**Run 1: power grid**

Bar = 10 µm. Pins as bars on the die edge. Tap cells in grey.
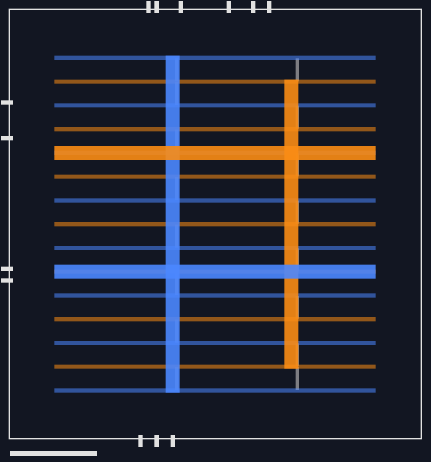
**Run 1: placement by cell class**

Bar = 10 µm.
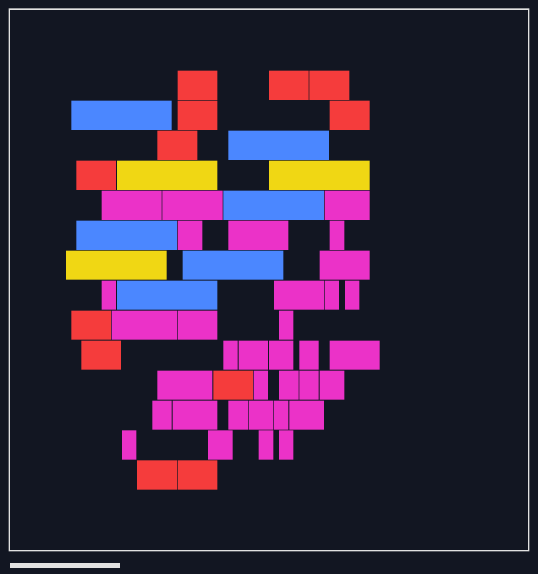
**Run 1: clock distribution**

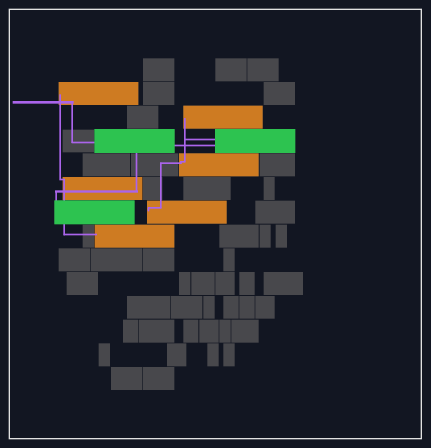
**Run 1: wiring by layer**

Bar = 10 µm. Two of the layers only.
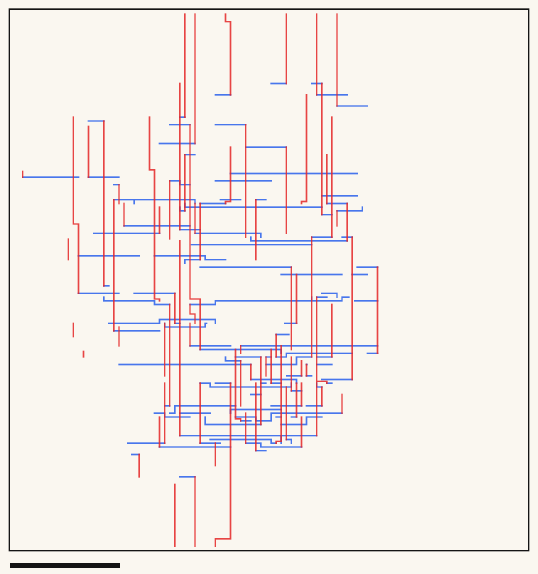
==> config.mk <==
export PLATFORM = sky130hd
export DESIGN_NAME = stream_downsize
export DESIGN_NICKNAME = d
export VERILOG_FILES = /design/src/rtl/stream_pkg.sv /design/src/rtl/lane_first_set.sv /design/src/rtl/stream_downsize.sv
export SDC_FILE = /design/constraint.sdc
export NUM_CORES = 1
export LEC_CHECK = 0
export CORE_AREA = 5 5 42 44
export CTS_BUF_LIST = sky130_fd_sc_hd__clkbuf_16
export DETAILED_ROUTE_END_ITERATION = 16
export DIE_AREA = 0 0 47 49
export MAX_ROUTING_LAYER = met4
export PLACE_DENSITY = 0.56
export SLEW_MARGIN = 20
export SYNTH_ARGS = -nofsm -noshare
export SYNTH_HDL_FRONTEND = slang
export SYNTH_SLANG_ARGS = --single-unit
==> constraint.sdc <==
create_clock -name clk -period 4.7 [get_ports clk]
set_input_delay 0.94 -clock clk [delete_from_list [all_inputs] [get_ports clk]]
set_output_delay 0.94 -clock clk [all_outputs]
set_load 0.01 [all_outputs]
==> src/rtl/stream_pkg.sv <==
// Shared types and helpers for the stream width-conversion stages.
package stream_pkg;

  typedef enum logic {
    IDLE = 1'b0,
    SEND = 1'b1
  } state_t;

  // Lane index width, never narrower than one bit.
  function automatic int lane_idx_w(input int ratio);
    return ($clog2(ratio) < 1) ? 1 : $clog2(ratio);
  endfunction

endpackage

==> src/rtl/lane_first_set.sv <==
// Ascending-priority first-set-bit search over a lane mask, plus one-hot and any flags.
module lane_first_set
  import stream_pkg::*;
#(
  parameter int T_DATA_RATIO = 2,
  localparam int IDX_W = lane_idx_w(T_DATA_RATIO)
) (
  input  logic [T_DATA_RATIO-1:0] mask,
  output logic [IDX_W-1:0]        idx,
  output logic                    onehot_remaining,
  output logic                    any
);

  logic [T_DATA_RATIO-1:0] lower_s;

  // Walk downwards so the lowest set bit wins.
  always_comb begin
    idx = {IDX_W{1'b0}};
    for (int i = T_DATA_RATIO - 1; i >= 0; i--) begin
      idx = mask[i] ? IDX_W'(i) : idx;
    end
  end

  // Clearing the lowest set bit leaves zero exactly when one bit was set.
  assign lower_s          = mask & (mask - {{(T_DATA_RATIO-1){1'b0}}, 1'b1});
  assign any              = |mask;
  assign onehot_remaining = any & ~(|lower_s);

endmodule

==> src/rtl/stream_downsize.sv <==
// Wide-to-narrow stream stage: emits the kept lanes of each wide beat one per
// narrow transfer in ascending lane order, carrying the packet last flag.
module stream_downsize
  import stream_pkg::*;
#(
  parameter int T_DATA_WIDTH = 1,
  parameter int T_DATA_RATIO = 2
) (
  input  logic                    clk,
  input  logic                    rst_n,
  input  logic [T_DATA_WIDTH-1:0] s_data_i [0:T_DATA_RATIO-1],
  input  logic [T_DATA_RATIO-1:0] s_keep_i,
  input  logic                    s_last_i,
  input  logic                    s_valid_i,
  output logic                    s_ready_o,
  output logic [T_DATA_WIDTH-1:0] m_data_o,
  output logic                    m_last_o,
  output logic                    m_valid_o,
  input  logic                    m_ready_i
);

  localparam int IDX_W = lane_idx_w(T_DATA_RATIO);

  state_t                  state_r;
  state_t                  state_nxt_s;
  logic [T_DATA_WIDTH-1:0] hold_r [0:T_DATA_RATIO-1];
  logic [T_DATA_RATIO-1:0] rem_r;
  logic [T_DATA_RATIO-1:0] rem_nxt_s;
  logic [T_DATA_RATIO-1:0] cur_bit_s;
  logic                    last_r;
  logic                    load_s;
  logic                    s_accept_s;
  logic                    m_fire_s;
  logic                    keep_any_s;
  logic [IDX_W-1:0]        cur_idx_s;
  logic                    rem_onehot_s;
  logic                    rem_any_s;

  lane_first_set #(
    .T_DATA_RATIO(T_DATA_RATIO)
  ) u_first_set (
    .mask             (rem_r),
    .idx              (cur_idx_s),
    .onehot_remaining (rem_onehot_s),
    .any              (rem_any_s)
  );

  // Decode the current lane index back to a single-bit clear mask.
  always_comb begin
    cur_bit_s = {T_DATA_RATIO{1'b0}};
    for (int i = 0; i < T_DATA_RATIO; i++) begin
      cur_bit_s[i] = (cur_idx_s == IDX_W'(i));
    end
  end

  // Ready is combinational on m_ready_i so the next beat loads with the final lane.
  assign s_ready_o  = (state_r == IDLE) | ((state_r == SEND) & rem_onehot_s & m_ready_i);
  assign s_accept_s = s_valid_i & s_ready_o;
  assign keep_any_s = (s_keep_i != {T_DATA_RATIO{1'b0}});
  assign m_valid_o  = (state_r == SEND) & rem_any_s;
  assign m_fire_s   = m_valid_o & m_ready_i;
  assign m_last_o   = m_valid_o & last_r & rem_onehot_s;
  assign m_data_o   = m_valid_o ? hold_r[cur_idx_s] : hold_r[0];

  // Next-state and remaining-mask update.
  always_comb begin
    state_nxt_s = state_r;
    rem_nxt_s   = rem_r;
    load_s      = 1'b0;
    case (state_r)
      IDLE: begin
        if (s_accept_s && keep_any_s) begin
          load_s      = 1'b1;
          rem_nxt_s   = s_keep_i;
          state_nxt_s = SEND;
        end else begin
          // A zero-keep beat is swallowed here along with its last flag.
          rem_nxt_s   = {T_DATA_RATIO{1'b0}};
          state_nxt_s = IDLE;
        end
      end
      SEND: begin
        if (m_fire_s) begin
          rem_nxt_s = rem_r & ~cur_bit_s;
        end else begin
          rem_nxt_s = rem_r;
        end
        if (s_accept_s && keep_any_s) begin
          load_s      = 1'b1;
          rem_nxt_s   = s_keep_i;
          state_nxt_s = SEND;
        end else if (s_accept_s || (m_fire_s && rem_onehot_s)) begin
          rem_nxt_s   = {T_DATA_RATIO{1'b0}};
          state_nxt_s = IDLE;
        end else begin
          state_nxt_s = SEND;
        end
      end
      default: begin
        rem_nxt_s   = {T_DATA_RATIO{1'b0}};
        state_nxt_s = IDLE;
      end
    endcase
  end

  // Control state registers.
  always_ff @(posedge clk or negedge rst_n) begin
    if (!rst_n) begin
      state_r <= IDLE;
      rem_r   <= {T_DATA_RATIO{1'b0}};
      last_r  <= 1'b0;
    end else begin
      state_r <= state_nxt_s;
      rem_r   <= rem_nxt_s;
      if (load_s) begin
        last_r <= s_last_i;
      end
    end
  end

  // Lane holding register, captured only when a kept beat is accepted.
  always_ff @(posedge clk or negedge rst_n) begin
    if (!rst_n) begin
      for (int i = 0; i < T_DATA_RATIO; i++) begin
        hold_r[i] <= {T_DATA_WIDTH{1'b0}};
      end
    end else if (load_s) begin
      for (int i = 0; i < T_DATA_RATIO; i++) begin
        hold_r[i] <= s_data_i[i];
      end
    end
  end

endmodule

==> impl_metrics.py, run 1 <==
# Auto-generated metrics
metrics = {
    "status": {
        "run_status": "complete, no violations",
    },
    "global_route": {
        "antenna_found_initial": 0,
        "via_count_of_the_first_global_routing_pass": 332,
        "grt_start_max_net_pins": 8,
        "first_pass_grt_wire_length_um": 1442,
        "globalRouteOverflowTotal": 0,
    },
    "logic_synthesis": {
        "synth_cell_type_count": 18,
        "postSynthRegisterBits": 6,
        "gate_count_post_synth": 40,
        "avgSynthCellArea_um2": 10.23,
        "synth_stat.cells": 40,
        "fp_nets": 52,
        "synthesis.yosys.warnings": 0,
        "yosysSeqAreaShare_pct": 36.70,
        "yosys_area_um2": 409.1,
        "synthesis.area_um2": 409.1,
    },
    "worst_setup_path": {
        "regToRegStartpoint": "rem_r[0]",
        "timing.critical_path.mode_cell": "clkdlybuf4s50_1",
        "end_kind": "output pin",
        "required_time_of_the_worst_setup_path_ns": 3.76,
        "timing.rr.end": "hold_r[0]",
        "path_max_fanout": 4,
        "critPathLaunchType": "input pin",
        "critical-path-slowest-cell": "clkdlybuf4s50_1",
        "critical_path_class": "input pin to output pin",
        "critical-path-max-stage-delay_ns": 0.47,
        "path_cells": "clkdlybuf4s50_1 -> a21boi_2 -> inv_1 -> clkdlybuf4s50_1",
        "critPathArrivalTime_ns": 2.18,
        "logic_depth_of_the_worst_register_to_register_path": 6,
        "worst-r2r-setup-slack_ns": 3.02,
    },
    "cells_and_area": {
        "layout_top_cell": "clkdlybuf4s50_1",
        "layout.cells.most_common_list": "clkdlybuf4s50_1, nand2_1, dfrtp_1",
        "layout_cells_sized_above_1_pct": 18.18,
        "post_layout_instance_area_um2": 624.3,
        "num_antenna_cells": 0,
        "design.final.nets": 69,
        "final-seq-area_um2": 150.1,
        "fillCellCount": 141,
        "syn2layout_area_growth_pct": 52.60,
        "combGateArea_um2": 247.7,
    },
    "power": {
        "p_int_mw": 0.2953,
        "finalPower_mw": 0.4329,
        "p_sw_share_pct": 31.80,
        "static-leakage-power_nw": 0.2851,
        "p_comb_share_pct": 46.7,
        "clk_network_pwr_share_pct": 31.0,
        "share_seq_of_total_power_pct": 22.3,
        "p_per_area_nw_per_um2": 693.4,
        "power.net_switching_mw": 0.1377,
        "vdd.ir_drop.worst_mv": 0.3346,
    },
    "die": {
        "chipArea_um2": 2303,
        "die_width_um": 47,
        "core_area_um2": 1401,
        "die_h_um": 49,
        "initial_cell_density_of_the_core_pct": 29.20,
        "floorplan.io_pins": 13,
    },
    "clock_tree": {
        "cts-root-buf": "clkbuf_16",
        "deepest_clock_path_buffer_count": 2,
        "cts_max_level": 1,
        "cts.clk_slew.worst_paths_ns": 0.03,
        "clock_latency_ns": 0.22,
        "cts_tree": "built",
        "cts_setup_buffers": 0,
        "postCtsHoldBufs": 0,
        "postCtsResizedCells": 0,
        "cts.sink_count": 6,
        "cts_buffer_count": 3,
    },
    "routing": {
        "drt-initial-drc-count": 2,
        "vias_per_cell": 4.746,
        "ant_nets": 0,
        "route.detailed.drc": 0,
        "dr.pass1.iters": 2,
    },
    "timing": {
        "clock.fmax_ghz": 0.3203,
        "worst_clock_skew_ns": 0.0002930,
        "grt_setup_unrepaired": "false",
        "setup_total_negative_slack_ns": 0,
        "post-route-min-period_ns": 3.122,
        "hold_violations": 0,
        "timing.final.max_slew_violations": 0,
        "tightest_slew_ns": 0.2664,
        "slew_headroom_pct": 82.18,
        "final.setup.worst_slack_ns": 1.578,
        "final.period_utilization_pct": 66.42,
        "number_of_failing_setup_endpoints_in_the_final_timing_report": 0,
    },
    "min_path": {
        "hold_path_end": "last_r",
        "hold_path_depth": 1,
        "path_class_of_the_lowest_slack_min_delay_path": "register to register",
        "worstHoldStart": "last_r",
    },
    "placed_design": {
        "placedInstanceArea_um2": 549.3,
        "numPortBuffers": 12,
        "detailed_place_hpwl_um": 692.2,
        "place_ws_ns": 1.572,
        "place.gp.congestion": 0.6640,
    },
    "job": {
        "max_cap_viol_count": 0,
        "stage_log_warnings": 28,
    },
}
Back to the opening pictures, 'power grid':
Key: VSS = blue; VDD = orange
The core has 14 rows. 13 signal pins sit on the boundary.

Back to the opening pictures, 'placement by cell class':
Key: sequential cells = blue [cells 6]; clock-net drivers = yellow [cells 3]; remaining buffers and delay cells = red [cells 12]; remaining logic cells = magenta [cells 34]
post-route core utilization: 44.55%
count of standard-cell rows: 14

Back to the opening pictures, 'clock distribution':
Key: clock-net drivers = green [count 3]; flip-flops = orange [count 6]; clock wires = purple [length 89.4 µm]
There are 4 routed clock nets.

Back to the opening pictures, 'wiring by layer':
Key: M2 = red [wire length 464 µm]; M1 = blue [wire length 381 µm]
number of vias after detailed routing: 337
Post-Route WL: 873 µm
total global-route track usage: 9.005%
average routed wire per standard cell: 12.30 µm

run 1: stage by stage:
step | hold slack (ns) | instances
after detailed placement | 0.4886 | 68
final | 0.4980 | 71
after CTS | 0.5000 | 71
after floorplan | 0.4735 | 40
after global routing | 0.5123 | 71
after global placement | 0.4888 | 68
run 1: layer usage:
layer / wire length, µm / vias to the layer above / GRT usage (%)
met1: 381 / 161 / 10.74
met5: 0 / - / -
li1: - / 170 / -
met4: 0 / 0 / 2.765
met3: 28 / 0 / 4.428
met2: 463 / 6 / 13.12
run 1: power groups by stage:
stage                     clock network [mW]  registers, mW  logic (mW)
final                                  0.134         0.0966       0.202
after global routing                   0.141         0.0998       0.222
after CTS                              0.137         0.0971       0.206
after detailed placement                   0         0.0969       0.204
after global placement                     0         0.0968       0.203
after floorplan                            0         0.0910       0.137
run 1: worst max-delay path, delay by kind of cell:
family / cells / cell delay (ns)
compound gates: 1 / 0.24
buf+inv: 3 / 1.00
run 1: state kept, by name (all words and copies together) (netlist names):
| signal | count |
|---|---|
| state_r | 1 |
| hold_r | 2 |
| rem_r | 2 |
| last_r | 1 |
run 1: cell usage after synthesis:
master / n / area share [%]
a2bb2oi_1: 1 / 2.1
nand2_1: 6 / 5.5
and3_1: 1 / 1.5
dfrtp_1: 6 / 37
nor2b_1: 3 / 4.6
o21ai_0: 2 / 2.4
nor2b_4: 1 / 3.4
mux2_2: 1 / 2.8
a21boi_2: 1 / 2.8
ha_1: 3 / 9.2
o21ai_4: 1 / 4.0
inv_1: 3 / 2.8
a31oi_1: 1 / 1.5
a21oi_1: 3 / 3.7
a32o_1: 1 / 2.4
mux2_4: 3 / 11
and2b_1: 1 / 1.8
nor2_1: 2 / 1.8
run 1: final cells by class:
type | count | area share, %
Clock buffer | 3 | 12.02
Inverter | 3 | 1.804
Multi-Input combinational cell | 31 | 39.68
Sequential cell | 6 | 24.05
Tap cell | 16 | 3.206
Timing Repair Buffer | 12 | 19.24
run 1: cell families after synthesis:
group           Yosys count  synth area share (%)
simple gates             14                 18.66
compound gates           10                 18.96
flops                     6                 36.70
mux                       4                 13.76
fa+ha+maj                 3                 9.175
buf+inv                   3                 2.752
run 1: worst max path at each step:
stage,slack [ns],end,start,cells after the start
2_1_floorplan,2.45,m_data_o,rem_r[0],5
3_3_place_gp,1.59,s_ready_o,m_ready_i,4
3_5_place_dp,1.57,s_ready_o,m_ready_i,4
4_1_cts,1.57,s_ready_o,m_ready_i,4
5_1_grt,1.50,s_ready_o,m_ready_i,4
6_report,1.58,s_ready_o,m_ready_i,4
==> run 1 -> run 2 <==
- PLACE_DENSITY: 0.56 -> 0.58
- clock period: 4.7 -> 2.6 ns (I/O delays scaled with it)
**Run 2: wiring by layer**

Bar = 10 µm. Two of the layers only.
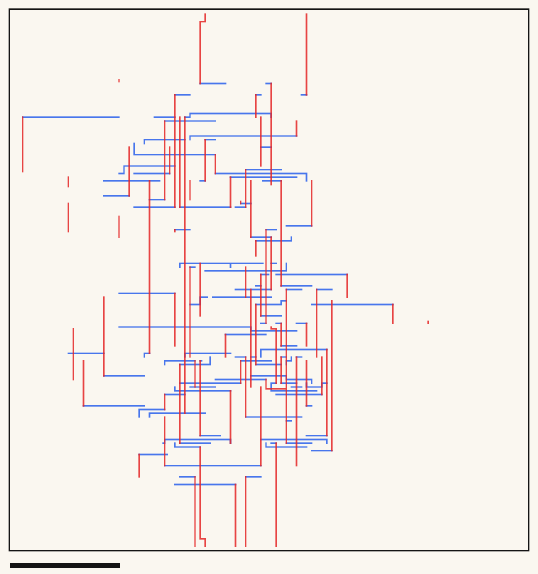
Key: M2 = red [wire length 377 µm]; M1 = blue [wire length 337 µm]

**Run 2: clock distribution**

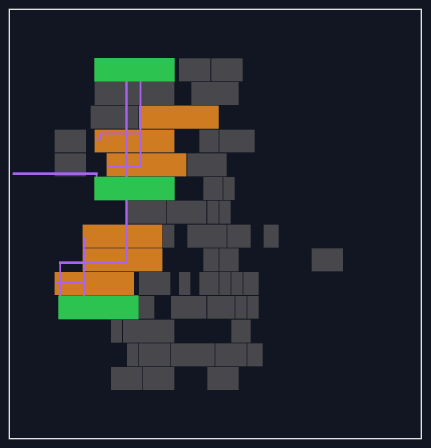
Key: clock wires = purple [length 87.7 µm]; flip-flops = orange [count 6]; clock-net drivers = green [count 3]
There are 4 routed clock nets.

==> run 2 against run 1 <==
Against the previous run:
- final cell count did not move
- total power rose by 79%
- sequential power is 79% higher
- register-to-register slack worse by 2.1 ns
- cell area grew 0.40%
- area after synthesis unchanged
- first-iteration DRC count down 100%
- die area stayed put
- worst setup slack worse by 1.3 ns
==> impl_metrics.py, run 2 <==
# Auto-generated metrics
metrics = {
    "status": {
        "run_status": "complete, no violations",
    },
    "timing": {
        "timing.final.max_slew_violations": 0,
        "worst_clock_skew_ns": 0.001459,
        "slew_headroom_pct": 83.27,
        "final.period_utilization_pct": 90.77,
        "number_of_failing_setup_endpoints_in_the_final_timing_report": 0,
        "hold_violations": 0,
        "setup_total_negative_slack_ns": 0,
        "clock.fmax_ghz": 0.4237,
        "grt_setup_unrepaired": "false",
    },
    "logic_synthesis": {
        "synth_cell_type_count": 18,
        "fp_nets": 52,
        "synth_area_leader_cell": "dfrtp_1",
        "postSynthRegisterBits": 6,
        "synthesis.yosys.warnings": 0,
        "yosysSeqAreaShare_pct": 36.70,
        "netlist.area_leader.share_pct": 36.70,
        "synth_async_sr_flop_share_pct": 100.0,
        "top_cells_by_area": "dfrtp_1, mux2_4, ha_1",
        "avgSynthCellArea_um2": 10.23,
        "synthesis.area_um2": 409.1,
        "edf_count": 0,
        "ff_type": "dfrtp_1",
        "gate_count_post_synth": 40,
        "common_cells": "dfrtp_1, nand2_1",
        "yosys_area_um2": 409.1,
    },
    "cells_and_area": {
        "layout_top_cell": "clkdlybuf4s50_1",
        "layout_cells_sized_above_1_pct": 18.18,
        "layout.cells.most_common_list": "clkdlybuf4s50_1, nand2_1, dfrtp_1",
        "design.final.nets": 69,
        "layout_top_registers": "hold_r (2), rem_r (2)",
        "syn2layout_area_growth_pct": 53.21,
    },
    "global_route": {
        "global_route.usage.total_pct": 8.364,
        "first_pass_grt_wire_length_um": 1317,
        "globalRouteOverflowTotal": 0,
        "antenna_found_initial": 0,
        "via_count_of_the_first_global_routing_pass": 323,
        "grt_start_max_net_pins": 8,
    },
    "worst_setup_path": {
        "path_max_fanout": 5,
        "critPathLaunchType": "register",
        "end_kind": "output pin",
        "regToRegStartpoint": "rem_r[0]",
        "required_time_of_the_worst_setup_path_ns": 2.08,
        "worst-r2r-setup-slack_ns": 0.93,
        "timing.rr.end": "last_r",
        "critical_path_class": "register to output pin",
        "logic_depth_of_the_worst_register_to_register_path": 6,
        "critPathArrivalTime_ns": 1.84,
    },
    "die": {
        "floorplan.io_pins": 13,
        "count_of_standard_cell_rows": 14,
        "initial_cell_density_of_the_core_pct": 29.20,
        "chipArea_um2": 2303,
    },
    "routing": {
        "ant_nets": 0,
        "route.detailed.drc": 0,
        "dr.pass1.iters": 1,
        "drt-initial-drc-count": 0,
        "vias_per_cell": 4.704,
        "via_count": 334,
        "postRouteWirelength_um": 798,
    },
    "clock_tree": {
        "cts-root-buf": "clkbuf_16",
        "cts_max_level": 1,
        "cts.clk_slew.worst_paths_ns": 0.03,
        "cts_setup_buffers": 0,
        "cts.sink_count": 6,
        "deepest_clock_path_buffer_count": 2,
        "clock_latency_ns": 0.23,
        "cts_buffer_count": 3,
    },
    "power": {
        "static-leakage-power_nw": 0.2943,
        "finalPower_mw": 0.7733,
        "p_per_area_nw_per_um2": 1234,
    },
    "placed_design": {
        "numPortBuffers": 12,
        "detailed_place_hpwl_um": 678.7,
        "place.gp.congestion": 0.6838,
    },
    "min_path": {
        "worstHoldStart": "last_r",
        "hold_path_depth": 1,
        "hold_path_end": "last_r",
        "path_class_of_the_lowest_slack_min_delay_path": "register to register",
    },
    "job": {
        "stage_log_warnings": 28,
        "max_cap_viol_count": 0,
    },
}
**Run 2: power grid**

Bar = 10 µm. Pins as bars on the die edge. Tap cells in grey.
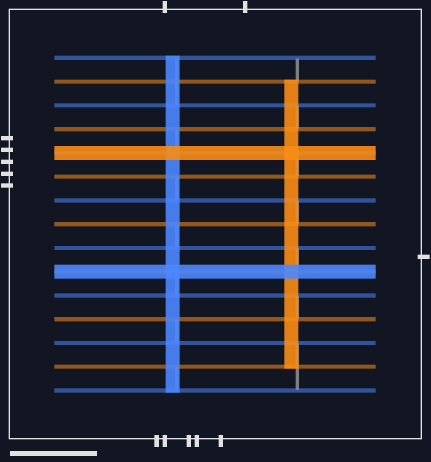
Key: VDD = orange; VSS = blue
16 tap cells. 13 signal pins sit on the boundary. The core has 14 rows. 2 straps on met5. 2 straps on met4.
Peak supply drop: 0.5556 mV
die width: 47 µm
CORE AREA: 1401 µm²
Die Y-Extent: 49 µm

[run 2: cell type report]
cell class              instances  area [µm²]
flip-flops and latches          6       150.1
multi-input cells              31       247.7
fillers                       133       774.5
inverters                       3       11.26
repair buffers                 12       122.6
well taps                      16       20.02
clock buffers                   3       75.07
[run 2: timing repair]
item,CTS,global route
hold buffers,0,0
endpoints found under the setup margin,0,1
gates resized,0,1
[run 2: where the power goes]
group	total, mW	switching [mW]	leakage [nW]	internal (mW)
Clock	0.244	0.0467	0.0370	0.197
Combinational	0.357	0.163	0.185	0.194
Sequential	0.173	0.0339	0.0723	0.139
Total	0.773	0.243	0.294	0.530
[run 2: worst max path at each step]
stage                   start   endpoint  slack (ns)
floorplan            rem_r[0]   m_data_o        0.77
global placement    m_ready_i  s_ready_o        0.28
detailed placement  m_ready_i  s_ready_o        0.29
CTS                  rem_r[0]   m_data_o        0.04
global route         rem_r[0]   m_last_o        0.14
finish               rem_r[0]   m_last_o        0.24
[run 2: through the flow]
| step | setup WS, ns | utilization (%) | cells | instance area, µm² | hold slack (ns) |
|---|---|---|---|---|---|
| after floorplan | 0.7693 | - | 40 | 409.1 | 0.2244 |
| after global placement | 0.2832 | 39.20 | 68 | 549.3 | 0.5012 |
| after detailed placement | 0.2883 | 39.20 | 68 | 549.3 | 0.4899 |
| after CTS | 0.03555 | 44.55 | 71 | 624.3 | 0.4967 |
| after global routing | 0.1442 | 44.73 | 71 | 626.9 | 0.5038 |
| final | 0.2399 | 44.73 | 71 | 626.9 | 0.4944 |
[run 2: critical path: stages, from the launching register on]
cell and delay (ns):
dfrtp_1 0.36, inv_1 0.07, ha_1 0.24, and2b_1 0.26, and3_1 0.17, clkdlybuf4s50_1 0.53
[run 2: cell families after synthesis]
kind of cell / count (synthesis) / share of synthesized area [%]
simple gates: 14 / 18.66
compound gates: 10 / 18.96
flops: 6 / 36.70
mux: 4 / 13.76
buf+inv: 3 / 2.752
fa+ha+maj: 3 / 9.175
[run 2: routing by layer]
layer	vias up	global-route usage (%)	wire length (µm)
met5	-	-	0
li1	170	-	-
met4	0	5.530	22
met2	9	11.31	377
met1	152	9.213	337
met3	3	4.428	61
**Run 2: cell placement**

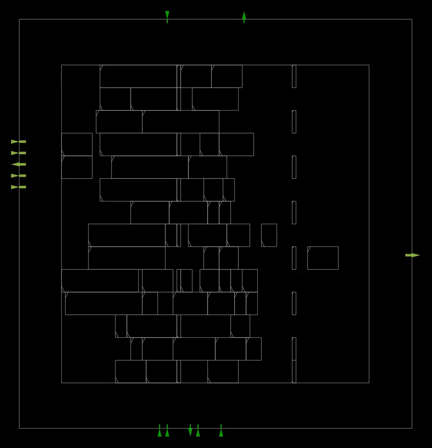

==> run 2 -> run 3 <==
- SETUP_SLACK_MARGIN: not set -> 0.15
- SLEW_MARGIN: 20 -> 10
**Run 3: cell placement**

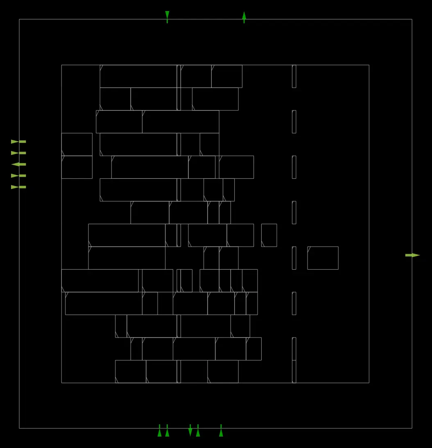
tap cells: 16
number of filler instances in the final layout: 134
number of sequential storage elements: 6
Final Instance Count excl. Fillers: 71

**Run 3: power grid**

Bar = 10 µm. Pins as bars on the die edge. Tap cells in grey.
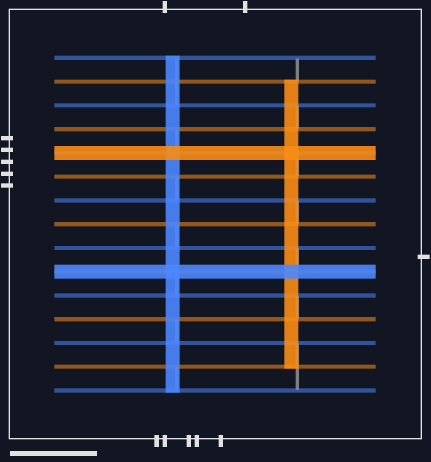
Key: VSS = blue; VDD = orange
The core has 14 rows. 2 straps on met4. 15 met1 rails follow the rows. 2 straps on met5.

==> run 3 against run 2 <==
Against the previous run:
- fmax shrank 0.16%
- final cell count unchanged
- clock skew stayed put
- sequential cell count stayed put
==> impl_metrics.py, run 3 <==
# Auto-generated metrics
metrics = {
    "status": {
        "run_status": "complete, no violations",
    },
    "power": {
        "static-leakage-power_nw": 0.2861,
        "p_per_area_nw_per_um2": 1233,
        "finalPower_mw": 0.7698,
    },
    "die": {
        "chipArea_um2": 2303,
        "die_h_um": 49,
        "core_area_um2": 1401,
        "die_width_um": 47,
        "count_of_standard_cell_rows": 14,
    },
    "global_route": {
        "via_count_of_the_first_global_routing_pass": 323,
        "antenna_found_initial": 0,
        "globalRouteOverflowTotal": 0,
        "grt_start_max_net_pins": 8,
        "first_pass_grt_wire_length_um": 1317,
        "global_route.usage.total_pct": 8.364,
    },
    "timing": {
        "tightest_slew_ns": 0.2502,
        "final.period_utilization_pct": 90.92,
        "slew_headroom_pct": 83.27,
        "timing.final.max_slew_violations": 0,
        "post-route-min-period_ns": 2.364,
        "clock.fmax_ghz": 0.4230,
        "worst_clock_skew_ns": 0.001459,
        "grt_setup_unrepaired": "false",
        "timing.hold.ws_ns": 0.4944,
    },
    "logic_synthesis": {
        "ff_type": "dfrtp_1",
        "common_cells": "dfrtp_1, nand2_1",
        "fp_nets": 52,
        "synth_async_sr_flop_share_pct": 100.0,
        "yosys_area_um2": 409.1,
        "postSynthRegisterBits": 6,
        "synth_area_leader_cell": "dfrtp_1",
        "synth_cell_type_count": 18,
        "gate_count_post_synth": 40,
        "yosysSeqAreaShare_pct": 36.70,
        "netlist.area_leader.share_pct": 36.70,
        "avgSynthCellArea_um2": 10.23,
        "synthesis.area_um2": 409.1,
        "top_cells_by_area": "dfrtp_1, mux2_4, ha_1",
        "edf_count": 0,
    },
    "clock_tree": {
        "cts_max_level": 1,
        "clock_latency_ns": 0.23,
        "cts_setup_buffers": 0,
        "deepest_clock_path_buffer_count": 2,
        "cts_tree": "built",
        "cts.sink_count": 6,
        "cts_buffer_count": 3,
    },
    "min_path": {
        "hold_path_depth": 1,
        "worstHoldStart": "last_r",
        "path_class_of_the_lowest_slack_min_delay_path": "register to register",
    },
    "worst_setup_path": {
        "path_max_fanout": 5,
        "worst-r2r-setup-slack_ns": 0.93,
        "end_kind": "output pin",
        "critical_path_class": "register to output pin",
        "crit_path_start": "rem_r[0]",
    },
    "cells_and_area": {
        "final-seq-area_um2": 150.1,
        "combGateArea_um2": 249.0,
        "design.final.nets": 69,
    },
    "routing": {
        "wl_per_cell_um": 11.17,
        "ant_nets": 0,
        "via_count": 332,
        "postRouteWirelength_um": 793,
        "route.detailed.drc": 0,
    },
    "job": {
        "max_cap_viol_count": 0,
    },
    "placed_design": {
        "placedInstanceArea_um2": 549.3,
        "placed_cells": 68,
        "detailed_place_hpwl_um": 678.7,
    },
}
**Run 3: clock distribution**

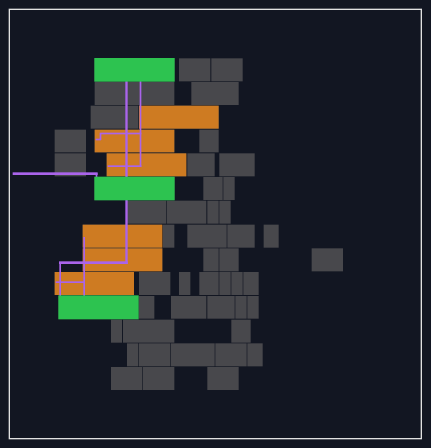
Key: clock-net drivers = green [count 3]; clock wires = purple [length 87.7 µm]; flip-flops = orange [count 6]
There are 4 routed clock nets.

==> run 3: layout make-up <==
class	count	area share, %
repair buffers	12	19.04
flip-flops and latches	6	24.05
clock buffers	3	12.02
well taps	16	3.206
multi-input cells	31	39.88
inverters	3	1.804
==> run 3: report_power, final <==
group	internal [mW]	switching, mW
Sequential	0.139	0.0336
Clock	0.197	0.0467
Combinational	0.191	0.162
==> run 3: worst max-delay path by stage <==
stage	to	cells after the start
2_1_floorplan	m_data_o	5
3_3_place_gp	s_ready_o	4
3_5_place_dp	s_ready_o	4
4_1_cts	m_last_o	5
5_1_grt	m_data_o	6
6_report	m_data_o	6
==> run 3: metrics by stage <==
stage / utilization, % / setup WS [ns]
3_3_place_gp: 39.20 / 0.2832
6_report: 44.55 / 0.2361
2_1_floorplan: - / 0.7693
4_1_cts: 44.46 / 0.2201
3_5_place_dp: 39.20 / 0.2883
5_1_grt: 44.55 / 0.1639
==> run 3: per-layer routing <==
metal	track usage (%)	vias up	share of wire, %
li1	-	170	-
met1	9.213	150	42
met2	11.31	9	47
met3	4.428	3	7.9
met4	5.530	0	2.8
met5	-	-	0
==> run 3: cells by family (layout without fill, tap and decap cells) <==
| kind of cell | count (synthesis) | count (layout) | synth area share, % |
|---|---|---|---|
| AND/OR/NAND/NOR | 14 | 14 | 18.66 |
| adder cells (fa/ha/maj) | 3 | 3 | 9.175 |
| multiplexers | 4 | 4 | 13.76 |
| flip-flops | 6 | 6 | 36.70 |
| buffers and inverters | 3 | 18 | 2.752 |
| AND-OR/OR-AND | 10 | 10 | 18.96 |
==> run 3: repair_timing <==
action	CTS	global route
endpoints found under the setup margin	1	1
cloned	0	0
hold buffers	0	0
hold endpoints to repair	0	0
gates resized	1	1
==> run 3: critical path: stages (launching register included) <==
cell	delay, ns
dfrtp_1	0.38
inv_1	0.08
ha_1	0.21
and2b_2	0.26
nand2_1	0.07
mux2_2	0.32
dlygate4sd2_1	0.29
No activity file was given, so power comes from the tool's default toggle rates.
